Figure 1. Selected gate families (run 1).
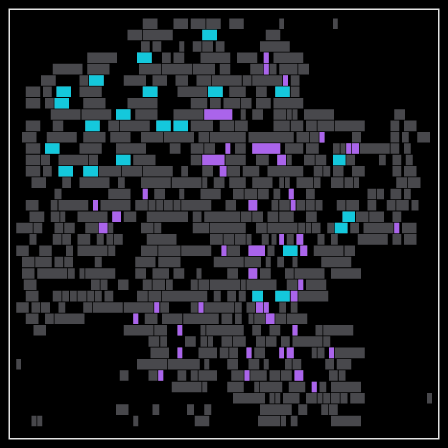
Figure 2. The clock network (run 1).
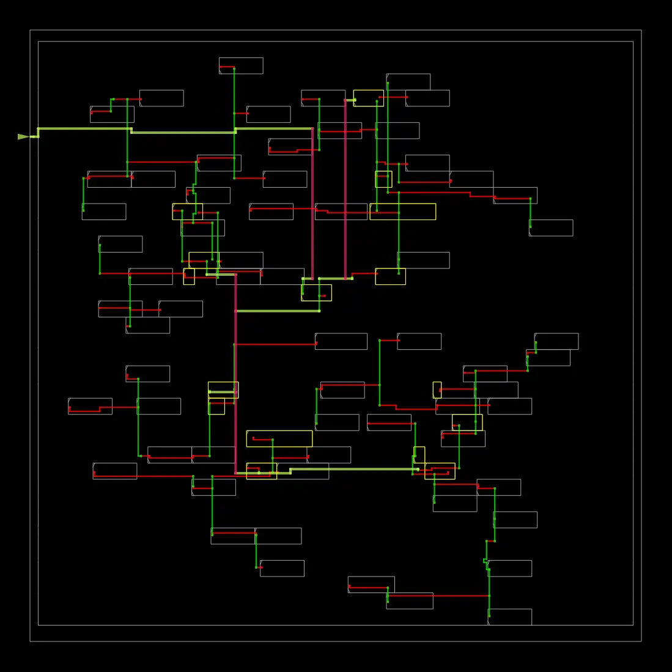
Figure 3. Pin map (run 1).
Bar = 20 µm. Pins as bars across the die edge, other pins in grey.
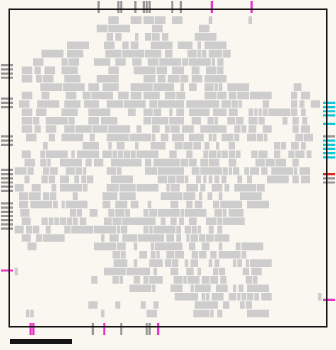
File: config.mk
export PLATFORM = sky130hd
export DESIGN_NAME = dt_init_unpack
export DESIGN_NICKNAME = d
export VERILOG_FILES = /design/src/rtl/dt_pkg.sv /design/src/rtl/dt_pix_serializer.sv /design/src/rtl/dt_init_unpack.sv
export SDC_FILE = /design/constraint.sdc
export NUM_CORES = 1
export LEC_CHECK = 0
export CAP_MARGIN = 15
export CORE_UTILIZATION = 35
export DETAILED_ROUTE_END_ITERATION = 8
export PLACE_DENSITY = 0.62
export SETUP_SLACK_MARGIN = 0.5
export SLEW_MARGIN = 20
export SYNTH_ARGS = -nofsm -noshare
export SYNTH_HDL_FRONTEND = slang
export SYNTH_HIERARCHICAL = 1
export SYNTH_SLANG_ARGS = --single-unit
export TNS_END_PERCENT = 1
File: constraint.sdc
create_clock -name clk -period 2.06 [get_ports clk]
set_input_delay 0.309 -clock clk [delete_from_list [all_inputs] [get_ports clk]]
set_output_delay 0.309 -clock clk [all_outputs]
set_load 0.005 [all_outputs]
File: src/rtl/dt_pkg.sv
// Shared types and helpers for the bitplane-to-pixel unpacker.
package dt_pkg;

  typedef enum logic [2:0] {
    S_IDLE,
    S_FETCH,
    S_LOAD,
    S_EMIT,
    S_FIN
  } dt_state_e;

  // Address width for a space of n entries; never narrower than one bit.
  function automatic int addr_w(input int n);
    return (n <= 2) ? 1 : $clog2(n);
  endfunction

endpackage

File: src/rtl/dt_pix_serializer.sv
// Holds one source word and presents its bits one at a time in pixel-address order.
module dt_pix_serializer
  import dt_pkg::*;
#(
  parameter int WORD_W    = 16,
  parameter bit MSB_FIRST = 1
) (
  input  logic              clk,
  input  logic              reset,
  input  logic              load,
  input  logic              adv,
  input  logic [WORD_W-1:0] din,
  output logic              bit_o,
  output logic              last
);

  localparam int IW = addr_w(WORD_W);

  logic [WORD_W-1:0] sr_q, sr_d;
  logic [IW-1:0]     idx_q, idx_d;

  // Load restarts the word; advance shifts the consumed bit out.
  always_comb begin
    sr_d  = sr_q;
    idx_d = idx_q;
    if (load) begin
      sr_d  = din;
      idx_d = '0;
    end else if (adv) begin
      sr_d  = MSB_FIRST ? (sr_q << 1) : (sr_q >> 1);
      idx_d = idx_q + IW'(1);
    end
  end

  // Shift register and bit index state.
  always_ff @(posedge clk) begin
    if (!reset) begin
      sr_q  <= '0;
      idx_q <= '0;
    end else begin
      sr_q  <= sr_d;
      idx_q <= idx_d;
    end
  end

  assign bit_o = MSB_FIRST ? sr_q[WORD_W-1] : sr_q[0];
  assign last  = (idx_q == IW'(WORD_W - 1));

endmodule

File: src/rtl/dt_init_unpack.sv
// Reads a packed 1-bpp image word by word and writes it out as one pixel per address.
module dt_init_unpack
  import dt_pkg::*;
#(
  parameter int WORD_W    = 16,
  parameter int IMG_W     = 128,
  parameter int IMG_H     = 128,
  parameter int PIX_W     = 8,
  parameter bit MSB_FIRST = 1
) (
  input  logic                                       clk,
  input  logic                                       reset,
  input  logic                                       start,
  input  logic                                       mode_invert,
  input  logic                                       mode_border,
  output logic                                       sti_rd,
  output logic [addr_w(IMG_W*IMG_H/WORD_W)-1:0]      sti_addr,
  input  logic [WORD_W-1:0]                          sti_di,
  output logic                                       res_wr,
  output logic [addr_w(IMG_W*IMG_H)-1:0]             res_addr,
  output logic [PIX_W-1:0]                           res_do,
  input  logic                                       res_ready,
  output logic                                       busy,
  output logic                                       done
);

  localparam int NPIX  = IMG_W * IMG_H;
  localparam int NWORD = NPIX / WORD_W;
  localparam int SA_W  = addr_w(NWORD);
  localparam int PA_W  = addr_w(NPIX);
  localparam int RW    = addr_w(IMG_H);
  localparam int CW    = addr_w(IMG_W);

  if ((NPIX % WORD_W) != 0 || IMG_W < 2 || IMG_H < 2 || PIX_W < 1) begin : g_bad_cfg
    $error("dt_init_unpack: image must be a whole number of words, at least 2x2, PIX_W >= 1");
  end

  dt_state_e       state_q, state_d;
  logic [SA_W-1:0] word_q, word_d;
  logic [PA_W-1:0] pix_q, pix_d;
  logic [RW-1:0]   row_q, row_d;
  logic [CW-1:0]   col_q, col_d;
  logic            inv_q, inv_d;
  logic            bor_q, bor_d;

  logic ser_bit, ser_last, ser_load, ser_adv;
  logic on_border, pix_bit;

  assign ser_load = (state_q == S_LOAD);
  assign ser_adv  = (state_q == S_EMIT) && res_ready;

  dt_pix_serializer #(
    .WORD_W   (WORD_W),
    .MSB_FIRST(MSB_FIRST)
  ) u_ser (
    .clk  (clk),
    .reset(reset),
    .load (ser_load),
    .adv  (ser_adv),
    .din  (sti_di),
    .bit_o(ser_bit),
    .last (ser_last)
  );

  assign on_border = (row_q == '0) || (row_q == RW'(IMG_H - 1)) ||
                     (col_q == '0) || (col_q == CW'(IMG_W - 1));
  assign pix_bit   = (ser_bit ^ inv_q) & ~(bor_q & on_border);

  // Sequencer: next state, counters and all bus outputs.
  always_comb begin
    state_d  = state_q;
    word_d   = word_q;
    pix_d    = pix_q;
    row_d    = row_q;
    col_d    = col_q;
    inv_d    = inv_q;
    bor_d    = bor_q;
    sti_rd   = 1'b0;
    sti_addr = '0;
    res_wr   = 1'b0;
    res_addr = '0;
    res_do   = '0;
    busy     = 1'b0;
    done     = 1'b0;
    case (state_q)
      S_IDLE: begin
        if (start) begin
          inv_d   = mode_invert;
          bor_d   = mode_border;
          word_d  = '0;
          pix_d   = '0;
          row_d   = '0;
          col_d   = '0;
          state_d = S_FETCH;
        end
      end
      S_FETCH: begin
        busy     = 1'b1;
        sti_rd   = 1'b1;
        sti_addr = word_q;
        state_d  = S_LOAD;
      end
      S_LOAD: begin
        busy    = 1'b1;
        state_d = S_EMIT;
      end
      S_EMIT: begin
        busy     = 1'b1;
        res_wr   = 1'b1;
        res_addr = pix_q;
        res_do   = PIX_W'(pix_bit);
        if (res_ready) begin
          pix_d = pix_q + PA_W'(1);
          if (col_q == CW'(IMG_W - 1)) begin
            col_d = '0;
            row_d = row_q + RW'(1);
          end else begin
            col_d = col_q + CW'(1);
          end
          if (ser_last) begin
            if (word_q == SA_W'(NWORD - 1)) begin
              state_d = S_FIN;
            end else begin
              word_d  = word_q + SA_W'(1);
              state_d = S_FETCH;
            end
          end
        end
      end
      S_FIN: begin
        done    = 1'b1;
        state_d = S_IDLE;
      end
      default: state_d = S_IDLE;
    endcase
  end

  // State, counters and latched modes; reset aborts any conversion in flight.
  always_ff @(posedge clk) begin
    if (!reset) begin
      state_q <= S_IDLE;
      word_q  <= '0;
      pix_q   <= '0;
      row_q   <= '0;
      col_q   <= '0;
      inv_q   <= 1'b0;
      bor_q   <= 1'b0;
    end else begin
      state_q <= state_d;
      word_q  <= word_d;
      pix_q   <= pix_d;
      row_q   <= row_d;
      col_q   <= col_d;
      inv_q   <= inv_d;
      bor_q   <= bor_d;
    end
  end

endmodule
==> out/results.txt, run 1 <==
Worst slew pin tran -> 0.626 ns
Syn_area_per_cell -> 8.72 µm²
Post-Place Cells -> 596
TNS Setup -> 0 ns
Synth area leaders -> dfxtp_1 36%, mux2_2 5.4%, and2_1 4.8%
Syn Inst Count -> 406
GRT Util Overall -> 0.187
Cell Rows -> 36
Outcome -> finished, final reports clean
Critical R2R Launch -> state_q[1]$_SDFFE_PN0P_
ANT nets after route -> 0
M1 GR Usage -> 0.241
Pwr dens -> 599 mW/mm²
Ys flops -> 63
WL met1 -> 4.33 mm
Hold Path Sink -> inv_q$_SDFFE_PN0P_
Vias in the first global route -> 3162
Hold path depth -> 2
Comb pwr -> 0.425 mW
Critical path class -> reg -> reg
Top Layout Cells -> 56 x dfxtp_1, 36 x buf_4, 27 x nor2_1
Mi-comb count -> 308
Hold Startpoint -> inv_q$_SDFFE_PN0P_
Period minus WS final -> 1.89 ns
Num CTS Buffers -> 9
F_max -> 528 MHz
Xor+xnor area frac -> 0.0198
Commonest cells in the netlist -> 63 x dfxtp_1, 29 x nor2_1, 27 x and2_1
NonClk Buf Share -> 0.189
Met3 global-route usage -> 0.0407
Area fraction in compound gates -> 0.194
Repair and plain buffers -> 103
Pwr top -> sequential cells
Crit end category -> flip-flop
Post-DP Area -> 0.00439 mm²
Die area -> 0.0105 mm²
First-pass GRT wire length -> 15.2 mm
Remaining routing DRC violations -> 0
Post-Route WL -> 9.24 mm
Core area -> 0.00977 mm²
Signal inverters -> 12
Pleak -> 2.05 nW
Tot Pwr -> 2.90 mW
Tool Warnings -> 31
About Figure 1:
purple -> nor cells  # cells 45, most used nor2_1
cyan -> non-inverting ao/oa cells  # cells 22, most used o211a_1
logic share of the area: 0.457
dominant logic cell type in the layout: dfxtp_1
Finished Layout Cells: 635

About Figure 2:
clock sink count: 63
clk pwr: 1.19 mW
clock buffer count: 10
clk_skew: 0.00786 ns
flop count: 63

About Figure 3:
cyan -> `sti_addr`  # pins 10, direction output, edge east
magenta -> `res_do`  # pins 8, direction output, edge 4 south, 2 north, 1 east, 1 west
red -> `res_ready`  # pins 1, direction input, edge east
all pins by edge = 24 west, 15 east, 11 north, 8 south

[run 1: registers in the layout, summed over array words and instances, names as in the netlist]
| register | flops |
|---|---|
| u_ser/sr_q | 16 |
| pix_q | 14 |
| word_q | 10 |
| col_q | 7 |
| row_q | 7 |
| u_ser/idx_q | 4 |
| state_q | 3 |
| bor_q | 1 |
| inv_q | 1 |
[run 1: timing repair]
item                                    CTS  global route
endpoints found under the setup margin   82            90
resized                                  92             9
gates cloned                              2             0
setup buffers                            20             1
hold buffers                              0             0
pin swaps                                 9             5
[run 1: critical path: stages, from the launching register on]
cell and delay (ns):
dfxtp_4 0.35, buf_6 0.12, buf_6 0.11, or4b_4 0.61, a2111oi_4 0.38, xnor2_1 0.17, nor2_2 0.04
Figure 4. Close-up of the layout (run 1).
Bar = 5 µm. Window x 41 to 61, y 62 to 82 µm. Cells in grey, sequential cells in the stronger grey; small squares are vias.
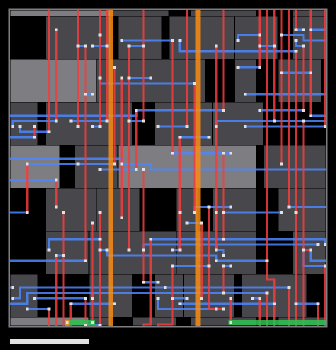

==> run 1 -> run 2 <==
--- a/config.mk
+++ b/config.mk
@@ -6,13 +6,15 @@
 export NUM_CORES = 1
 export LEC_CHECK = 0
 export CAP_MARGIN = 15
-export CORE_UTILIZATION = 35
+export CELL_PAD_IN_SITES_DETAIL_PLACEMENT = 0
+export CELL_PAD_IN_SITES_GLOBAL_PLACEMENT = 2
+export CORE_UTILIZATION = 31
+export CTS_CLUSTER_SIZE = 16
 export DETAILED_ROUTE_END_ITERATION = 8
-export PLACE_DENSITY = 0.62
+export PLACE_DENSITY = 0.86
 export SETUP_SLACK_MARGIN = 0.5
 export SLEW_MARGIN = 20
 export SYNTH_ARGS = -nofsm -noshare
 export SYNTH_HDL_FRONTEND = slang
-export SYNTH_HIERARCHICAL = 1
 export SYNTH_SLANG_ARGS = --single-unit
 export TNS_END_PERCENT = 1
Figure 5. Close-up of the layout (run 2).
Bar = 5 µm. Window x 43 to 63, y 64 to 84 µm. Cells in grey, sequential cells in the stronger grey; small squares are vias.
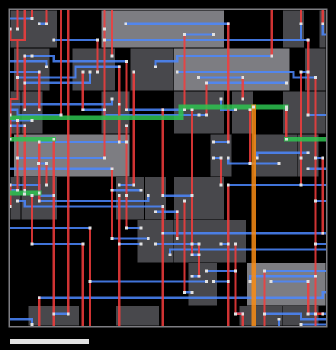
green -> M3
red -> M2
blue -> M1
orange -> M4
cells with their middle in the window = 24
netlist names of flops here include = `col_q` (3), `word_q` (1)
sequential cells in the window = 4
most frequent = nand2_1 (3)

Figure 6. Pin map (run 2).
Bar = 20 µm. Pins as bars across the die edge, other pins in grey.
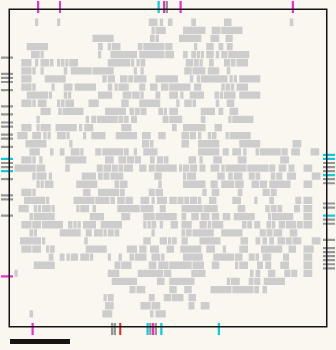
Die W: 106 µm
I/O Buffers: 50
Die Ht: 106 µm

==> out/results.txt, run 2 <==
Critical path class -> reg -> out
WL met1 -> 4.34 mm
Syn_area_per_cell -> 7.96 µm²
Crit end category -> primary output
M1 GR Usage -> 0.221
Post-DP Area -> 0.00416 mm²
Post-Place Cells -> 612
Outcome -> finished, final reports clean
Core area -> 0.0104 mm²
Tot Pwr -> 2.60 mW
Comb pwr -> 0.366 mW
Num CTS Buffers -> 9
Clk pwr -> 0.950 mW
Number of flip-flops in the largest register -> 16
Syn Inst Count -> 422
Ys flops -> 63
Buffers plus inverters on the worst setup path -> 1
GRT Util Overall -> 0.171
Critical path, cell by cell -> ha_4 > and3_4 > nand4_1 > o2111ai_1 > a211oi_1 > buf_2
NonClk Buf Share -> 0.191
Vias in the first global route -> 3156
Hold Startpoint -> bor_q$_SDFFE_PN0P_
Dominant logic cell type in the layout -> nand2_1
Critical R2R Launch -> state_q[2]$_SDFFE_PN0P_
Hold buffers post-CTS -> 0
Met3 global-route usage -> 0.0337
Remaining routing DRC violations -> 0
Logic share of the area -> 0.443
Commonest cells in the netlist -> 66 x nand2_1, 63 x dfxtp_1, 43 x nor2_1
Pleak -> 1.75 nW
First-pass GRT wire length -> 15.2 mm
Repair and plain buffers -> 99
Clock sink count -> 63
CP delay by family, top -> flip-flops
Hold Path Sink -> bor_q$_SDFFE_PN0P_
Largest regs -> u_ser.sr_q (16), pix_q (14), word_q (10)
Finished Layout Cells -> 644
Largest stage delay on the critical path -> 0.34 ns
Clk_skew -> 0.0117 ns
Top Layout Cells -> 66 x nand2_1, 54 x dfxtp_1, 43 x buf_4
-- run 2: cell types whose count changed in the layout (fill, tap and decap cells not counted), sizes merged, moves of 12 or more --
cell / delta
a311oi: +17
mux2: -17
nand2: +43
nand2b: -12
nor2: +13
o211a: -15
-- run 2: cells by family after synthesis --
| group | count (synthesis) | share of synthesized area |
|---|---|---|
| flip-flops | 63 | 0.375 |
| AND-OR/OR-AND | 98 | 0.204 |
| buffers and inverters | 43 | 0.0618 |
| other | 1 | 0.00112 |
| AND/OR/NAND/NOR | 199 | 0.303 |
| XOR/XNOR | 11 | 0.0287 |
| adder cells (fa/ha/maj) | 7 | 0.0261 |
-- run 2: worst min-delay path, cell delays in order, from the launching register on --
cell	delay [ns]
dfxtp_1	0.31
nand2_1	0.05
a21oi_1	0.05
==> run 2 -> run 3 <==
--- a/config.mk
+++ b/config.mk
@@ -13,6 +13,7 @@
 export DETAILED_ROUTE_END_ITERATION = 8
 export PLACE_DENSITY = 0.86
 export SETUP_SLACK_MARGIN = 0.5
+export SKIP_LAST_GASP = 1
 export SLEW_MARGIN = 20
 export SYNTH_ARGS = -nofsm -noshare
 export SYNTH_HDL_FRONTEND = slang
Figure 7. Pin map (run 3).
Bar = 20 µm. Pins as bars across the die edge, other pins in grey.
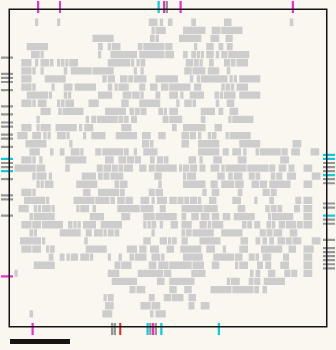
cyan -> `sti_addr`  # pins 10, direction output, edge 4 east, 3 south, 2 west, 1 north
magenta -> `res_do`  # pins 8, direction output, edge 5 north, 2 south, 1 west
red -> `res_ready`  # pins 1, direction input, edge south

Figure 8. The clock network (run 3).
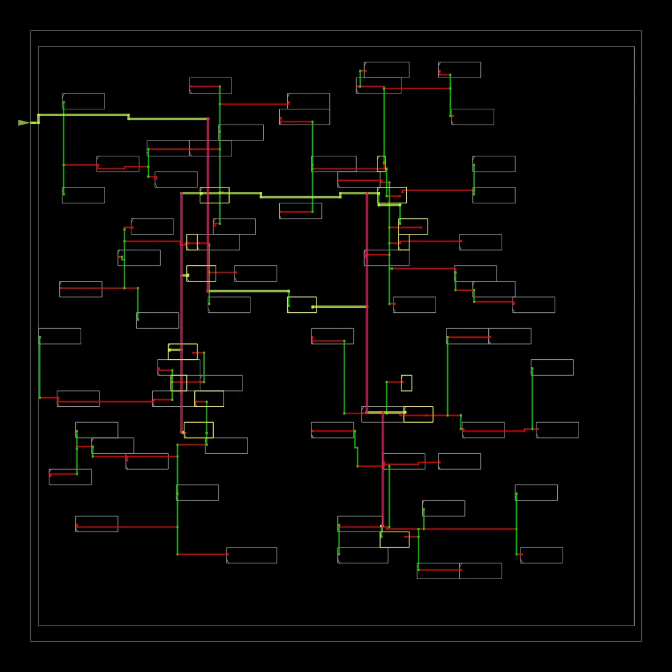
clock buffer count: 11
clk pwr: 0.950 mW
clk_lat worst skew: 0.34 ns
Num CTS Buffers: 9

==> out/results.txt, run 3 <==
Syn Inst Count -> 422
Signal inverters -> 9
NonClk Buf Share -> 0.191
Tot Pwr -> 2.60 mW
Largest regs -> u_ser.sr_q (16), pix_q (14), word_q (10)
Core area -> 0.0104 mm²
Syn_area_per_cell -> 7.96 µm²
Top logic family -> simple AND/OR/NAND/NOR gates
Top Layout Cells -> 66 x nand2_1, 54 x dfxtp_1, 43 x buf_4
ANT nets after route -> 0
F_max -> 529 MHz
Most flop-heavy register -> u_ser.sr_q
Ys flops -> 63
Outcome -> finished, final reports clean
Hold Startpoint -> bor_q$_SDFFE_PN0P_
Die W -> 106 µm
Pleak -> 1.75 nW
Logic share of the area -> 0.443
Post-Place Cells -> 612
Critical path, cell by cell -> ha_4 > and3_4 > nand4_1 > o2111ai_1 > a211oi_1 > buf_2
Critical R2R Launch -> state_q[2]$_SDFFE_PN0P_
CP delay by family, top -> flip-flops
Area fraction in compound gates -> 0.204
Period minus WS final -> 1.89 ns
Finished Layout Cells -> 644
Crit end category -> primary output
Die area -> 0.0113 mm²
Yosys adder share -> 0.0261
Slowest CP cell -> dfxtp_2
Largest stage delay on the critical path -> 0.34 ns
Basic Gates by Area -> 0.303
Vias in the first global route -> 3156
## run 3: cell counts after synthesis
Identical to the previous run, type by type.
## run 3: routing by layer
metal | wire (µm) | up-vias | track usage
li1 | - | 1682 | -
met4 | 188 | 0 | 0.0734
met5 | 0 | - | 0
met2 | 4130 | 82 | 0.274
met1 | 4340 | 1525 | 0.221
met3 | 415 | 16 | 0.0337
## run 3: repair_timing
item | CTS | global route
pin swaps | 4 | 0
gates resized | 70 | 0
cloned | 1 | 0
hold endpoints to repair | 0 | 0
buffers inserted | 16 | 0
endpoints found under the setup margin | 87 | 90
## run 3: power breakdown
| group | internal [mW] | switching, mW | total, mW |
|---|---|---|---|
| Sequential | 1.26 | 0.0271 | 1.28 |
| Clock | 0.457 | 0.493 | 0.950 |
| Combinational | 0.179 | 0.187 | 0.366 |
Power figures rest on the tool's default switching activity, not on a simulated workload.
